### Nets reached from selected ports, run 1

Scale: 4 px per um.
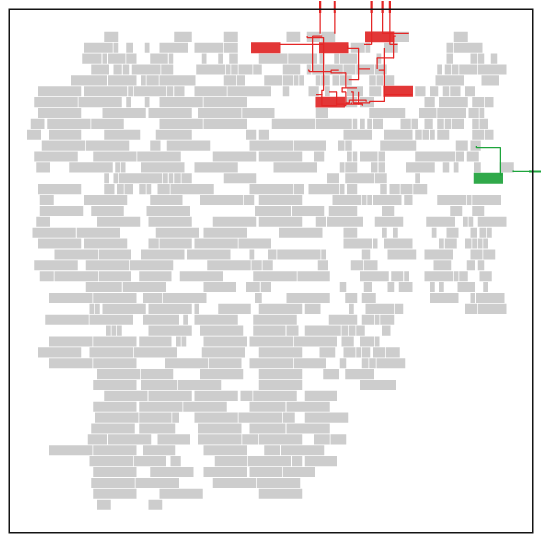
### Sequential cells colored by netlist name, run 1

Scale: 2 px per um.
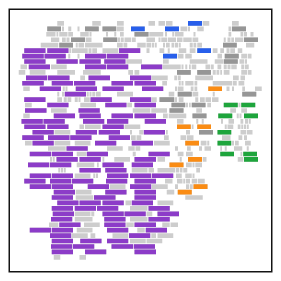
### Placement view, run 1

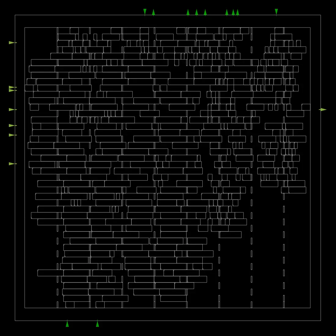
==> config.mk <==
export PLATFORM = sky130hd
export DESIGN_NAME = trace_uart_tx
export DESIGN_NICKNAME = d
export VERILOG_FILES = /design/src/rtl/trace_pkg.sv /design/src/rtl/trace_fifo.sv /design/src/rtl/trace_uart_tx.sv
export SDC_FILE = /design/constraint.sdc
export NUM_CORES = 1
export LEC_CHECK = 0
export CAP_MARGIN = 20
export CELL_PAD_IN_SITES_DETAIL_PLACEMENT = 0
export CELL_PAD_IN_SITES_GLOBAL_PLACEMENT = 1
export CORE_MARGIN = 4
export CORE_UTILIZATION = 47
export DETAILED_ROUTE_END_ITERATION = 6
export PLACE_DENSITY = 0.73
export SLEW_MARGIN = 10
export SYNTH_ARGS = -nofsm -noshare
export SYNTH_HDL_FRONTEND = slang
export SYNTH_SLANG_ARGS = --single-unit
==> constraint.sdc <==
create_clock -name CLK -period 3.03 [get_ports CLK]
set_clock_uncertainty 0.15 [all_clocks]
set_input_delay 0.303 -clock CLK [delete_from_list [all_inputs] [get_ports CLK]]
set_output_delay 0.303 -clock CLK [all_outputs]
set_load 0.02 [all_outputs]
==> src/rtl/trace_pkg.sv <==
// trace_pkg: FSM state encoding, idle line level and baud divisor helper shared by the trace UART.
package trace_pkg;
    typedef enum logic [2:0] {
        IDLE   = 3'd0,
        START  = 3'd1,
        DATA   = 3'd2,
        PARITY = 3'd3,
        STOP   = 3'd4
    } state_t;
    localparam logic LINE_IDLE = 1'b1;
    function automatic int calc_div(input int clk_freq, input int baud);
        return clk_freq / baud;
    endfunction
endpackage

==> src/rtl/trace_fifo.sv <==
// trace_fifo: synchronous circular-buffer FIFO holding captured trace bytes until the UART takes them.
module trace_fifo
    import trace_pkg::*;
#(
    parameter int WIDTH = 8,
    parameter int DEPTH = 16
) (
    input  logic                     CLK,
    input  logic                     RESET,
    input  logic                     push,
    input  logic                     pop,
    input  logic [WIDTH-1:0]         din,
    output logic [WIDTH-1:0]         dout,
    output logic [$clog2(DEPTH):0]   count,
    output logic                     full,
    output logic                     empty
);
    localparam int AW = $clog2(DEPTH);
    localparam int CW = AW + 1;
    logic [WIDTH-1:0] mem [DEPTH];
    logic [AW-1:0] rd_ptr;
    logic [AW-1:0] wr_ptr;
    logic wr_en;
    assign full  = count == CW'(DEPTH);
    assign empty = count == '0;
    // a pop in the same cycle frees the slot the write lands in
    assign wr_en = push & (~full | pop);
    assign dout  = mem[rd_ptr];
    always_ff @(posedge CLK) begin
        if (!RESET) begin
            rd_ptr <= '0;
            wr_ptr <= '0;
            count  <= '0;
        end else begin
            if (wr_en) wr_ptr <= wr_ptr + 1'b1;
            if (pop) rd_ptr <= rd_ptr + 1'b1;
            count <= count + CW'(wr_en) - CW'(pop);
        end
    end
    always_ff @(posedge CLK) begin
        if (wr_en) mem[wr_ptr] <= din;
    end
endmodule

==> src/rtl/trace_uart_tx.sv <==
// trace_uart_tx: captures one CPU byte per opcode fetch and streams it out as an async serial frame.
// Define TRACE_PARITY_EN for an 11-bit frame with even parity; the default is 8N1.
module trace_uart_tx
    import trace_pkg::*;
#(
    parameter int CLK_FREQ   = 50000000,
    parameter int BAUD       = 115200,
    parameter int FIFO_DEPTH = 16
) (
    input  logic                          CLK,
    input  logic                          RESET,
    input  logic                          SYNC,
    input  logic [7:0]                    DATA_FINAL,
    output logic                          TX,
    output logic                          BUSY,
    output logic                          OVERFLOW,
    output logic [$clog2(FIFO_DEPTH):0]   FIFO_COUNT
);
    localparam int DIV = calc_div(CLK_FREQ, BAUD);
    localparam int CW = $clog2(DIV);
    localparam logic [CW-1:0] BAUD_LAST = CW'(DIV - 1);
    state_t state;
    logic [CW-1:0] baud;
    logic [2:0] bit_idx;
    logic [7:0] shift;
    logic [7:0] fifo_dout;
    logic sync_q;
    logic push;
    logic pop;
    logic fifo_full;
    logic fifo_empty;
    logic bit_end;
`ifdef TRACE_PARITY_EN
    logic parity;
`endif
    assign push    = SYNC & ~sync_q;
    assign pop     = (state == IDLE) & ~fifo_empty;
    assign bit_end = baud == BAUD_LAST;

    trace_fifo #(.WIDTH(8), .DEPTH(FIFO_DEPTH)) u_fifo (
        .CLK   (CLK),
        .RESET (RESET),
        .push  (push),
        .pop   (pop),
        .din   (DATA_FINAL),
        .dout  (fifo_dout),
        .count (FIFO_COUNT),
        .full  (fifo_full),
        .empty (fifo_empty)
    );

    // TX is loaded with the level of the state being entered, so it is glitch-free and in step with state
    always_ff @(posedge CLK) begin
        if (!RESET) begin
            state    <= IDLE;
            baud     <= '0;
            bit_idx  <= '0;
            sync_q   <= 1'b0;
            shift    <= '0;
            TX       <= LINE_IDLE;
            BUSY     <= 1'b0;
            OVERFLOW <= 1'b0;
        end else begin
            sync_q <= SYNC;
            BUSY   <= (state != IDLE) | (FIFO_COUNT != '0);
            if (push & fifo_full & ~pop) OVERFLOW <= 1'b1;
            baud <= (state == IDLE || bit_end) ? '0 : baud + 1'b1;
            case (state)
                IDLE: begin
                    TX <= LINE_IDLE;
                    if (pop) begin
                        shift <= fifo_dout;
                        state <= START;
                        TX    <= 1'b0;
`ifdef TRACE_PARITY_EN
                        parity <= ^fifo_dout;
`endif
                    end
                end
                START: begin
                    if (bit_end) begin
                        state   <= DATA;
                        bit_idx <= '0;
                        TX      <= shift[0];
                    end
                end
                DATA: begin
                    if (bit_end) begin
                        shift   <= shift >> 1;
                        bit_idx <= bit_idx + 1'b1;
                        if (bit_idx == 3'd7) begin
`ifdef TRACE_PARITY_EN
                            state <= PARITY;
                            TX    <= parity;
`else
                            state <= STOP;
                            TX    <= LINE_IDLE;
`endif
                        end else begin
                            TX <= shift[1];
                        end
                    end
                end
`ifdef TRACE_PARITY_EN
                PARITY: begin
                    if (bit_end) begin
                        state <= STOP;
                        TX    <= LINE_IDLE;
                    end
                end
`endif
                STOP: begin
                    if (bit_end) begin
                        state <= IDLE;
                        TX    <= LINE_IDLE;
                    end
                end
                default: begin
                    state <= IDLE;
                    TX    <= LINE_IDLE;
                end
            endcase
        end
    end
endmodule

==> results.py, run 1 <==
# Flow results
metrics = {
    "grt": {
        "grt_max_degree": 26,
        "grtUsageMet1": 0.2489,
        "grt.total_usage": 0.1702,
        "gr-usage-met2": 0.2580,
        "met3_usage": 0.04106,
        "grt_first_pass_wirelength_um": 21290,
        "grt_overflow_total": 0,
        "antenna_found_initial": 0,
        "grt.busiest_layer": "met2",
        "grt_pass1_vias": 3778,
    },
    "synth": {
        "ys_ff": 172,
        "syn_nets": 478,
        "largest_area_cell": "edfxtp_1",
        "yosysSeqAreaShare": 0.6702,
        "synth_top_area_share": 0.5453,
        "syn-mean-instance-area_sq_um": 15.60,
        "edf_count": 128,
        "syn_inst": 452,
        "yosys_warnings": 0,
        "topCellsByArea": "edfxtp_1 (55%), dfxtp_1 (12%), mux4_2 (10%)",
        "synth_top_cell_by_count": "edfxtp_1",
        "ys_cells": 452,
        "async_flop_share": 0,
        "synth_chip_area_sq_mm": 0.007049,
        "synth_cell_types": 51,
        "flop_cell": "edfxtp_1",
        "top_cells_by_count": "edfxtp_1 (128), dfxtp_1 (44), nor2_1 (42)",
        "syn-cell-area_sq_mm": 0.007049,
    },
    "setup_path": {
        "r2r-start": "u_fifo.count[2]",
        "crit_arrival_ns": 2.86,
        "cp-end-kind": "register",
        "r2r_slack_ns": 0.30,
        "critical-path-top-delay-family": "simple AND/OR/NAND/NOR gates",
        "crit_path_cell_trace": "inv_1 > ha_1 > or4b_1 > nand2_1 > nor2_1 > a21o_1 > ha_1 > inv_1 > fa_1 > nand2b_1 > a21oi_1 > o21ai_0 > nor3b_1",
        "critical_path_required_ns": 3.16,
        "ff2ff_path_depth": 13,
        "cpPeakStageDelay_ns": 0.39,
        "cp-start-kind": "register",
        "cp_num_buf_inv": 2,
        "cp_num_cells": 13,
        "critical_path_class": "reg2reg",
        "startpoint": "u_fifo.count[2]",
        "endpoint": "u_fifo.count[4]",
        "crit_path_top_delay_cell": "fa_1",
        "cp_max_fo": 3,
        "reg2reg_to": "u_fifo.count[4]",
    },
    "place": {
        "post-dp-hpwl_um": 8926,
        "gp_congestion": 0.8189,
        "dp_cells": 645,
        "port_buffers": 18,
        "place_ws_ns": 0.2665,
        "post_dp_cell_area_sq_mm": 0.007440,
    },
    "power": {
        "p_sw_w": 0.001723,
        "leakage_nw": 2.601,
        "pwr-share-clk": 0.321,
        "intPower_w": 0.004518,
        "peakVddDrop_v": 0.0004367,
        "power_density_mw_per_mm2": 780.3,
        "finalPower_w": 0.006241,
        "power_frac_seq": 0.451,
        "p_comb_frac": 0.228,
        "p_sw_frac": 0.2761,
    },
    "drt": {
        "detail_route.iter0.violations": 273,
        "drcViolationCount": 0,
        "met2_length_um": 6321,
        "routed_wire_length_per_instance_um": 19.52,
        "postRouteAntennaNets": 0,
        "via_per_inst": 5.567,
        "wl_um": 13220,
        "vias": 3769,
        "top_layer": "met4",
        "wl_met1_um": 6125,
        "wl_met3_um": 641,
        "first_pass_iters": 5,
    },
    "clock_network": {
        "h-tree-depth": 4,
        "cts-resized-gates": 0,
        "cts_buffers": 17,
        "cts_max_path_buffers": 2,
        "clkTransAtPathRegs_ns": 0.06,
        "cts_sinks": 172,
        "cts-root-buf": "clkbuf_16",
        "cts_tree": "yes",
        "cts_setup_buffers": 0,
        "cts_hold_buf": 0,
        "clk_latency_ns": 0.42,
    },
    "floorplan": {
        "fp_util": 0.4832,
        "dieHeight_um": 130.5,
        "die_w_um": 130.5,
        "boundaryPins": 19,
        "die_area_sq_mm": 0.01702,
    },
    "timing": {
        "grt_setup_unrepaired": "false",
        "whs_ns": 0.3178,
        "setup_ws_ns": 0.2969,
        "period_used_share": 0.9020,
        "fin_tns_setup_ns": 0,
        "max_freq_ghz": 0.3659,
        "maxSlewViolCount": 0,
        "fin_crit_ns": 2.733,
        "finalHoldViolCount": 0,
        "setup_viol": 0,
        "relSlewSlack": 0.4148,
        "tightest_slew_ns": 0.8656,
    },
    "status": {
        "outcome": "completed",
    },
    "final_layout": {
        "regMostFlops": "u_fifo.mem",
        "utilization": 0.5482,
        "biggestRegsByFlops": "u_fifo.mem (128), baud (9), shift (8)",
        "n_antenna_cell": 0,
        "syn_to_final_growth_pct": 13.45,
        "drive_gt1_frac": 0.1805,
        "largest_reg_flops": 128,
        "nets": 506,
        "final_cell_area_sq_mm": 0.007998,
    },
    "job": {
        "maxCapViolations": 0,
        "warnings": 31,
    },
    "worst_hold_path": {
        "whs_endpoint": "OVERFLOW",
        "min_from": "OVERFLOW",
        "whs_path_depth": 2,
        "holdCritPathClass": "reg2reg",
    },
}
-- 'Nets reached from selected ports' (at the start) --
red -> FIFO_COUNT  # direction output, end cells 5, buffers 5, wire 202 um
green -> TX  # direction output, end cells 1, buffers 1, wire 18.1 um

-- 'Sequential cells colored by netlist name' (at the start) --
blue -> u_fifo.count  # placed flops 5
orange -> shift  # placed flops 8
purple -> u_fifo.mem  # placed flops 128
green -> baud  # placed flops 9, where east

-- 'Placement view' (at the start) --
Core ar.: 0.01459 sq mm
Finished Layout Cells: 677
Filler Cell Count: 1128
flop share of the area: 0.5909
std cell rows: 44

==> run 1: layout make-up <==
cell class,count,area (sq um)
Timing Repair Buffer,32,285.3
Tap cell,184,230.2
Inverter,14,52.55
Fill cell,1128,6591
Clock buffer,21,470.5
Multi-Input combinational cell,243,2146
Clock inverter,11,87.58
Sequential cell,172,4726
==> run 1: kinds of logic after synthesis <==
kind of cell / count (synthesis) / share of synthesized area
flip-flops: 172 / 0.6702
buffers and inverters: 37 / 0.02538
AND/OR/NAND/NOR: 113 / 0.07952
XOR/XNOR: 16 / 0.01988
multiplexers: 48 / 0.1262
adder cells (fa/ha/maj): 15 / 0.02769
AND-OR/OR-AND: 51 / 0.05112
==> run 1: power groups by stage <==
stage | logic, W | registers [W] | clock network, W
floorplan | 0.00106 | 0.00284 | 0
finish | 0.00143 | 0.00281 | 0.00200
detailed placement | 0.00143 | 0.00287 | 0
global route | 0.00155 | 0.00284 | 0.00215
global placement | 0.00142 | 0.00286 | 0
CTS | 0.00144 | 0.00282 | 0.00204
==> run 1: layout by cell type, fill, tap and decap left out, types with 3 or more instances in the layout <==
cell type,synthesis,final
a21o_1,3,3
a21oi_1,18,18
a22oi_1,7,7
a311oi_1,7,7
buf_4,0,14
clkbuf_16,0,17
clkbuf_8,0,3
clkdlybuf4s50_1,0,18
clkinv_4,0,5
dfxtp_1,44,43
edfxtp_1,128,128
ha_1,14,14
inv_1,14,14
inv_6,0,3
mux2_2,7,7
mux2i_1,9,9
mux4_2,32,32
nand2_1,18,18
nand2b_1,12,12
nand3_1,12,12
nor2_1,42,42
nor3_1,9,9
o21ai_0,6,6
xnor2_1,11,11
xor2_1,5,5
### Clock distribution, run 1

Scale: 2 px per um.
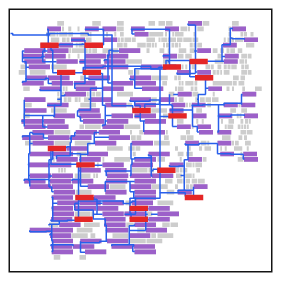

==> run 2: changes to the inputs <==
--- a/config.mk
+++ b/config.mk
@@ -11,6 +11,7 @@
 export CORE_MARGIN = 4
 export CORE_UTILIZATION = 47
 export DETAILED_ROUTE_END_ITERATION = 6
+export MAX_ROUTING_LAYER = met4
 export PLACE_DENSITY = 0.73
 export SLEW_MARGIN = 10
 export SYNTH_ARGS = -nofsm -noshare
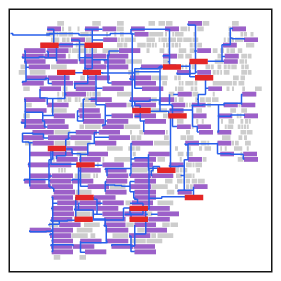
*Clock distribution, run 2*
Scale: 2 px per um.
purple -> flip-flops  # count 172
red -> clock-net drivers  # count 17
blue -> clock wires  # length 1760 um
flops lie = spread over the die
routed clock nets = 18

==> run 2 against run 1 <==
  * Register-to-register slack barely moved
  * Critical path depth unchanged
  * Non-clock buffer count unchanged
  * Sequential power barely moved
  * Fmax is essentially flat
  * Global-route usage increased by 0.55 points
  * Wire length decreased by 0.14%
  * Combinational power is essentially flat
  * Power about the same
  * Highest routed layer unchanged
  * Synthesized cell count unchanged
  * Cell area stayed put
==> results.py, run 2 <==
# Flow results
metrics = {
    "final_layout": {
        "utilization": 0.5482,
        "final_cells": 677,
        "fill_cells": 1128,
        "final_cell_area_sq_mm": 0.007998,
        "layout_top_cell": "edfxtp_1",
        "regMostFlops": "u_fifo.mem",
        "drive_gt1_frac": 0.1805,
        "nets": 506,
        "largest_reg_flops": 128,
    },
    "status": {
        "outcome": "completed",
    },
    "drt": {
        "postRouteAntennaNets": 0,
        "first_pass_iters": 5,
        "routed_wire_length_per_instance_um": 19.49,
        "via_per_inst": 5.613,
        "wl_um": 13200,
    },
    "power": {
        "peakVddDrop_v": 0.0004356,
        "leakage_nw": 2.601,
        "finalPower_w": 0.006243,
        "power_density_mw_per_mm2": 780.6,
    },
    "clock_network": {
        "clkTransAtPathRegs_ns": 0.07,
        "cts-root-buf": "clkbuf_16",
        "cts_setup_buffers": 0,
        "cts_buffers": 17,
        "clk_latency_ns": 0.43,
    },
    "timing": {
        "period_used_share": 0.9021,
        "setup_viol": 0,
        "fin_tns_setup_ns": 0,
        "fin_crit_ns": 2.733,
        "maxSlewViolCount": 0,
        "relSlewSlack": 0.4148,
        "max_freq_ghz": 0.3658,
        "grt_setup_unrepaired": "false",
    },
    "synth": {
        "syn_inst": 452,
        "syn-mean-instance-area_sq_um": 15.60,
        "largest_area_cell": "edfxtp_1",
        "compound_area_frac": 0.05112,
        "synth_cell_types": 51,
        "ys_ff": 172,
        "edf_count": 128,
        "synth_top_area_share": 0.5453,
        "xor_share": 0.01988,
        "synth_chip_area_sq_mm": 0.007049,
        "adder_share": 0.02769,
        "syn-cell-area_sq_mm": 0.007049,
        "synth_top_cell_by_count": "edfxtp_1",
    },
    "grt": {
        "grt_max_degree": 26,
        "grt.total_usage": 0.1757,
        "antenna_found_initial": 0,
    },
    "floorplan": {
        "boundaryPins": 19,
        "coreArea_sq_mm": 0.01459,
        "fp_util": 0.4832,
        "die_area_sq_mm": 0.01702,
        "placementRows": 44,
    },
    "setup_path": {
        "cp_max_fo": 3,
        "cp-end-kind": "register",
        "crit_arrival_ns": 2.86,
        "cp_num_buf_inv": 2,
        "cp_num_cells": 13,
        "r2r_slack_ns": 0.30,
        "cp-start-kind": "register",
    },
    "job": {
        "maxCapViolations": 0,
    },
    "place": {
        "port_buffers": 18,
        "post_dp_cell_area_sq_mm": 0.007440,
        "post-dp-hpwl_um": 8926,
        "gp_congestion": 0.8312,
    },
    "worst_hold_path": {
        "whs_path_depth": 2,
        "min_from": "OVERFLOW",
    },
}
-- run 2: cell counts in the layout (fill, tap and decap cells not counted) --
Identical to the previous run, type by type.
-- run 2: area by class of cell --
cell class              count  area [sq um]  area share
clock buffers              21         470.5     0.05882
flip-flops and latches    172          4726      0.5909
inverters                  14         52.55    0.006571
repair buffers             32         285.3     0.03567
clock inverters            11         87.58     0.01095
well taps                 184         230.2     0.02879
multi-input cells         243          2146      0.2683
-- run 2: power breakdown --
group	leakage (nW)	total, W	internal, W	switching [W]
sequential	1.51	0.00281	0.00267	0.000141
combinational	0.812	0.00142	0.000722	0.000701
clock	0.274	0.00201	0.00112	0.000882
-- run 2: tightest hold or removal path, delay by kind of cell, from the launching register on --
family | cells | cell delay, ns
flip-flops | 1 | 0.32
AND/OR/NAND/NOR | 2 | 0.12
-- run 2: worst max-delay path by stage --
stage / endpoint / slack [ns]
2_1_floorplan: u_fifo.count[4] / 0.16
3_3_place_gp: u_fifo.count[4] / 0.28
3_5_place_dp: u_fifo.count[4] / 0.27
4_1_cts: u_fifo.count[4] / 0.29
5_1_grt: u_fifo.count[4] / 0.03
6_report: u_fifo.count[4] / 0.30
-- run 2: cells by family (layout without fill, tap and decap cells) --
kind of cell | Yosys count | in the layout
AND/OR/NAND/NOR | 113 | 113
flip-flops | 172 | 172
adder cells (fa/ha/maj) | 15 | 15
XOR/XNOR | 16 | 16
buffers and inverters | 37 | 78
multiplexers | 48 | 48
AND-OR/OR-AND | 51 | 51
-- run 2: routing by layer --
| layer | vias to the layer above | part of all wire | global-route usage |
|---|---|---|---|
| met3 | 10 | 0.048 | 0.04106 |
| met2 | 103 | 0.48 | 0.2586 |
| met5 | - | 0 | - |
| met1 | 1901 | 0.46 | 0.2492 |
| li1 | 1786 | - | - |
| met4 | 0 | 0.0080 | 0.04840 |
### Nets reached from selected ports, run 2

Scale: 4 px per um.
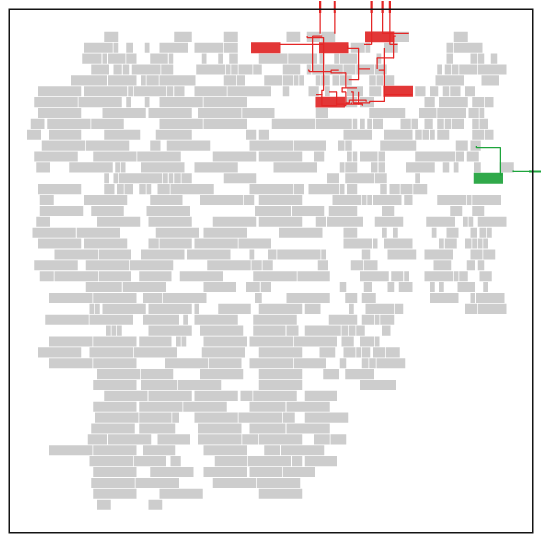

==> run 3: changes to the inputs <==
--- a/config.mk
+++ b/config.mk
@@ -13,6 +13,7 @@
 export DETAILED_ROUTE_END_ITERATION = 6
 export MAX_ROUTING_LAYER = met4
 export PLACE_DENSITY = 0.73
+export SETUP_SLACK_MARGIN = 0.3
 export SLEW_MARGIN = 10
 export SYNTH_ARGS = -nofsm -noshare
 export SYNTH_HDL_FRONTEND = slang
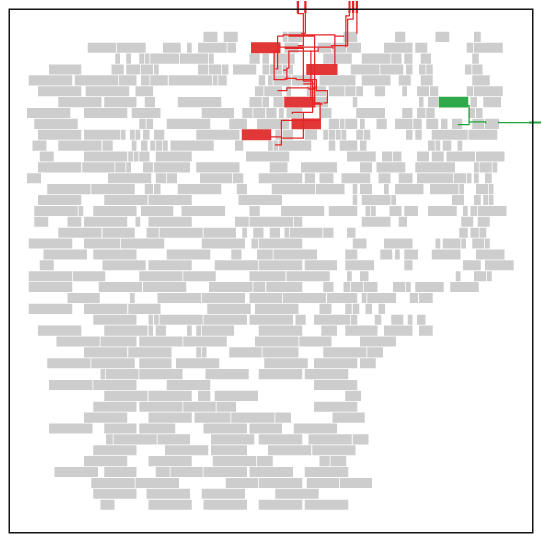
*Nets reached from selected ports, run 3*
Scale: 4 px per um.
red -> FIFO_COUNT  # direction output, end cells 5, buffers 5, wire 260 um
green -> TX  # direction output, end cells 1, buffers 1, wire 20.7 um
io pins: 19
Buffers on Ports: 18

==> run 3 against run 2 <==
  * Die size unchanged
  * Wire length rose by 4.0%
  * Count of clock-buffer cells in the layout is 1 lower
  * Largest power group unchanged
==> results.py, run 3 <==
# Flow results
metrics = {
    "status": {
        "outcome": "completed",
    },
    "timing": {
        "setup_viol": 0,
        "grt_setup_unrepaired": "false",
        "maxSlewViolCount": 0,
        "relSlewSlack": 0.4472,
        "fin_crit_ns": 2.549,
        "max_freq_ghz": 0.3923,
        "period_used_share": 0.8413,
        "setup_ws_ns": 0.4810,
        "tightest_slew_ns": 0.8177,
        "whs_ns": 0.3319,
        "finalHoldViolCount": 0,
        "fin_tns_setup_ns": 0,
    },
    "final_layout": {
        "largest_reg_flops": 128,
        "final_cells": 685,
        "n_antenna_cell": 0,
        "biggestRegsByFlops": "u_fifo.mem (128), baud (9), shift (8)",
        "final_cell_area_sq_mm": 0.008122,
        "regMostFlops": "u_fifo.mem",
        "lay_top_cells": "edfxtp_1 (128), dfxtp_1 (41), nor2_1 (41)",
        "nets": 514,
        "drive_gt1_frac": 0.2156,
        "layout_top_cell": "edfxtp_1",
        "syn_to_final_growth_pct": 15.21,
        "fill_cells": 1139,
    },
    "synth": {
        "yosysSeqAreaShare": 0.6702,
        "adder_share": 0.02769,
        "xor_share": 0.01988,
        "yosys_warnings": 0,
        "compound_area_frac": 0.05112,
        "logic_family": "multiplexers",
        "synth_chip_area_sq_mm": 0.007049,
        "syn_inst": 452,
        "syn-cell-area_sq_mm": 0.007049,
        "synth_cell_types": 51,
        "topCellsByArea": "edfxtp_1 (55%), dfxtp_1 (12%), mux4_2 (10%)",
        "syn-mean-instance-area_sq_um": 15.60,
        "synth_top_area_share": 0.5453,
        "synthMuxAreaShare": 0.1262,
        "ys_ff": 172,
        "top_cells_by_count": "edfxtp_1 (128), dfxtp_1 (44), nor2_1 (42)",
        "flop_cell": "edfxtp_1",
        "ys_cells": 452,
        "syn_nets": 478,
        "async_flop_share": 0,
        "synth_top_cell_by_count": "edfxtp_1",
        "edf_count": 128,
        "largest_area_cell": "edfxtp_1",
        "ys_sh_simple": 0.07952,
    },
    "setup_path": {
        "crit_arrival_ns": 2.69,
        "cpPeakStageDelay_ns": 0.48,
        "crit_path_top_delay_cell": "or4b_4",
        "cp_max_fo": 3,
        "cp-start-kind": "register",
        "critical_path_required_ns": 3.17,
        "cp_common_cell": "inv_2",
        "critical_path_class": "reg2reg",
        "critical-path-top-delay-family": "simple AND/OR/NAND/NOR gates",
        "r2r_slack_ns": 0.48,
        "crit_path_cell_trace": "inv_2 > ha_2 > or4b_4 > nand2_4 > nor2_4 > a21o_1 > ha_1 > inv_2 > fa_2 > nand2b_1 > a21oi_1 > nor3_1 > nor3b_1",
        "cp_num_buf_inv": 2,
        "cp-end-kind": "register",
    },
    "clock_network": {
        "cts_buffers": 17,
        "cts_hold_buf": 0,
        "cts_sinks": 172,
        "clkTransAtPathRegs_ns": 0.06,
        "h-tree-depth": 4,
        "clk_latency_ns": 0.43,
        "cts-root-buf": "clkbuf_16",
        "cts_tree": "yes",
        "cts_max_path_buffers": 2,
    },
    "worst_hold_path": {
        "holdCritPathClass": "reg2reg",
    },
    "job": {
        "maxCapViolations": 0,
        "warnings": 31,
    },
    "floorplan": {
        "dieHeight_um": 130.5,
        "die_w_um": 130.5,
        "coreArea_sq_mm": 0.01459,
        "die_area_sq_mm": 0.01702,
        "fp_util": 0.4832,
        "placementRows": 44,
    },
    "drt": {
        "drcViolationCount": 0,
        "vias": 3819,
        "wl_um": 13730,
        "via_per_inst": 5.575,
        "routed_wire_length_per_instance_um": 20.04,
        "first_pass_iters": 4,
        "postRouteAntennaNets": 0,
        "detail_route.iter0.violations": 213,
    },
    "place": {
        "post-dp-hpwl_um": 9094,
        "post_dp_cell_area_sq_mm": 0.007486,
        "place_ws_ns": 0.2853,
        "dp_cells": 650,
        "gp_congestion": 0.7912,
    },
    "power": {
        "power_density_mw_per_mm2": 792.8,
        "peakVddDrop_v": 0.0005036,
        "leakage_nw": 2.661,
    },
    "grt": {
        "grt_first_pass_wirelength_um": 22010,
        "grt.total_usage": 0.1825,
        "grt_pass1_vias": 3922,
        "grt_max_degree": 26,
        "antenna_found_initial": 0,
        "grt_overflow_total": 0,
    },
}
==> run 3: cell count changes in the layout (fill, tap and decap cells not counted), moves of 2 or more <==
cell      before  now
inv_2          0    3
inv_1         14   11
inv_8          0    2
inv_6          3    5
clkbuf_8       3    1
dfxtp_1       43   41
dfxtp_2        1    3
clkinv_4       5    3
buf_4         14   22
==> run 3: per-layer routing <==
layer  up-vias  global-route usage  part of all wire
li1       1804                   -                 -
met1      1928              0.2456              0.46
met2        75              0.2791              0.49
met3        12             0.04390             0.041
met4         0             0.05566             0.010
met5         -                   -                 0
==> run 3: what timing repair did <==
action,CTS,global route
gates resized,0,14
setup buffers,0,3
endpoints found under the setup margin,0,1
endpoints found under the hold margin,0,0
==> run 3: through the flow <==
step | utilization | total power (W)
after floorplan | - | 0.003901
after global placement | 0.5131 | 0.004283
after detailed placement | 0.5131 | 0.004319
after CTS | 0.5525 | 0.006429
after global routing | 0.5567 | 0.006767
final | 0.5567 | 0.006439
==> run 3: worst paths after layout <==
check                       start              end  cells past startpoint
setup / recovery  u_fifo.count[2]  u_fifo.count[4]                     13
hold / removal            baud[0]          baud[0]                      1
setup reg to reg  u_fifo.count[2]  u_fifo.count[4]                     13
hold reg to reg           baud[0]          baud[0]                      1
==> run 3: cell type report <==
type / count / area [sq um] / area share
sequential: 172 / 4728 / 0.5822
multi-input combinational: 243 / 2191 / 0.2698
clock buffer: 20 / 446.7 / 0.05500
timing repair buffer: 40 / 345.3 / 0.04252
tap: 184 / 230.2 / 0.02835
clock inverter: 12 / 127.6 / 0.01571
inverter: 14 / 52.55 / 0.006470
==> run 3: power by group <==
part	total [W]	switching [W]	internal, W
logic	0.00150	0.000730	0.000772
clock network	0.00211	0.000933	0.00118
registers	0.00282	0.000151	0.00267
Power is estimated from default activity; no workload was simulated.
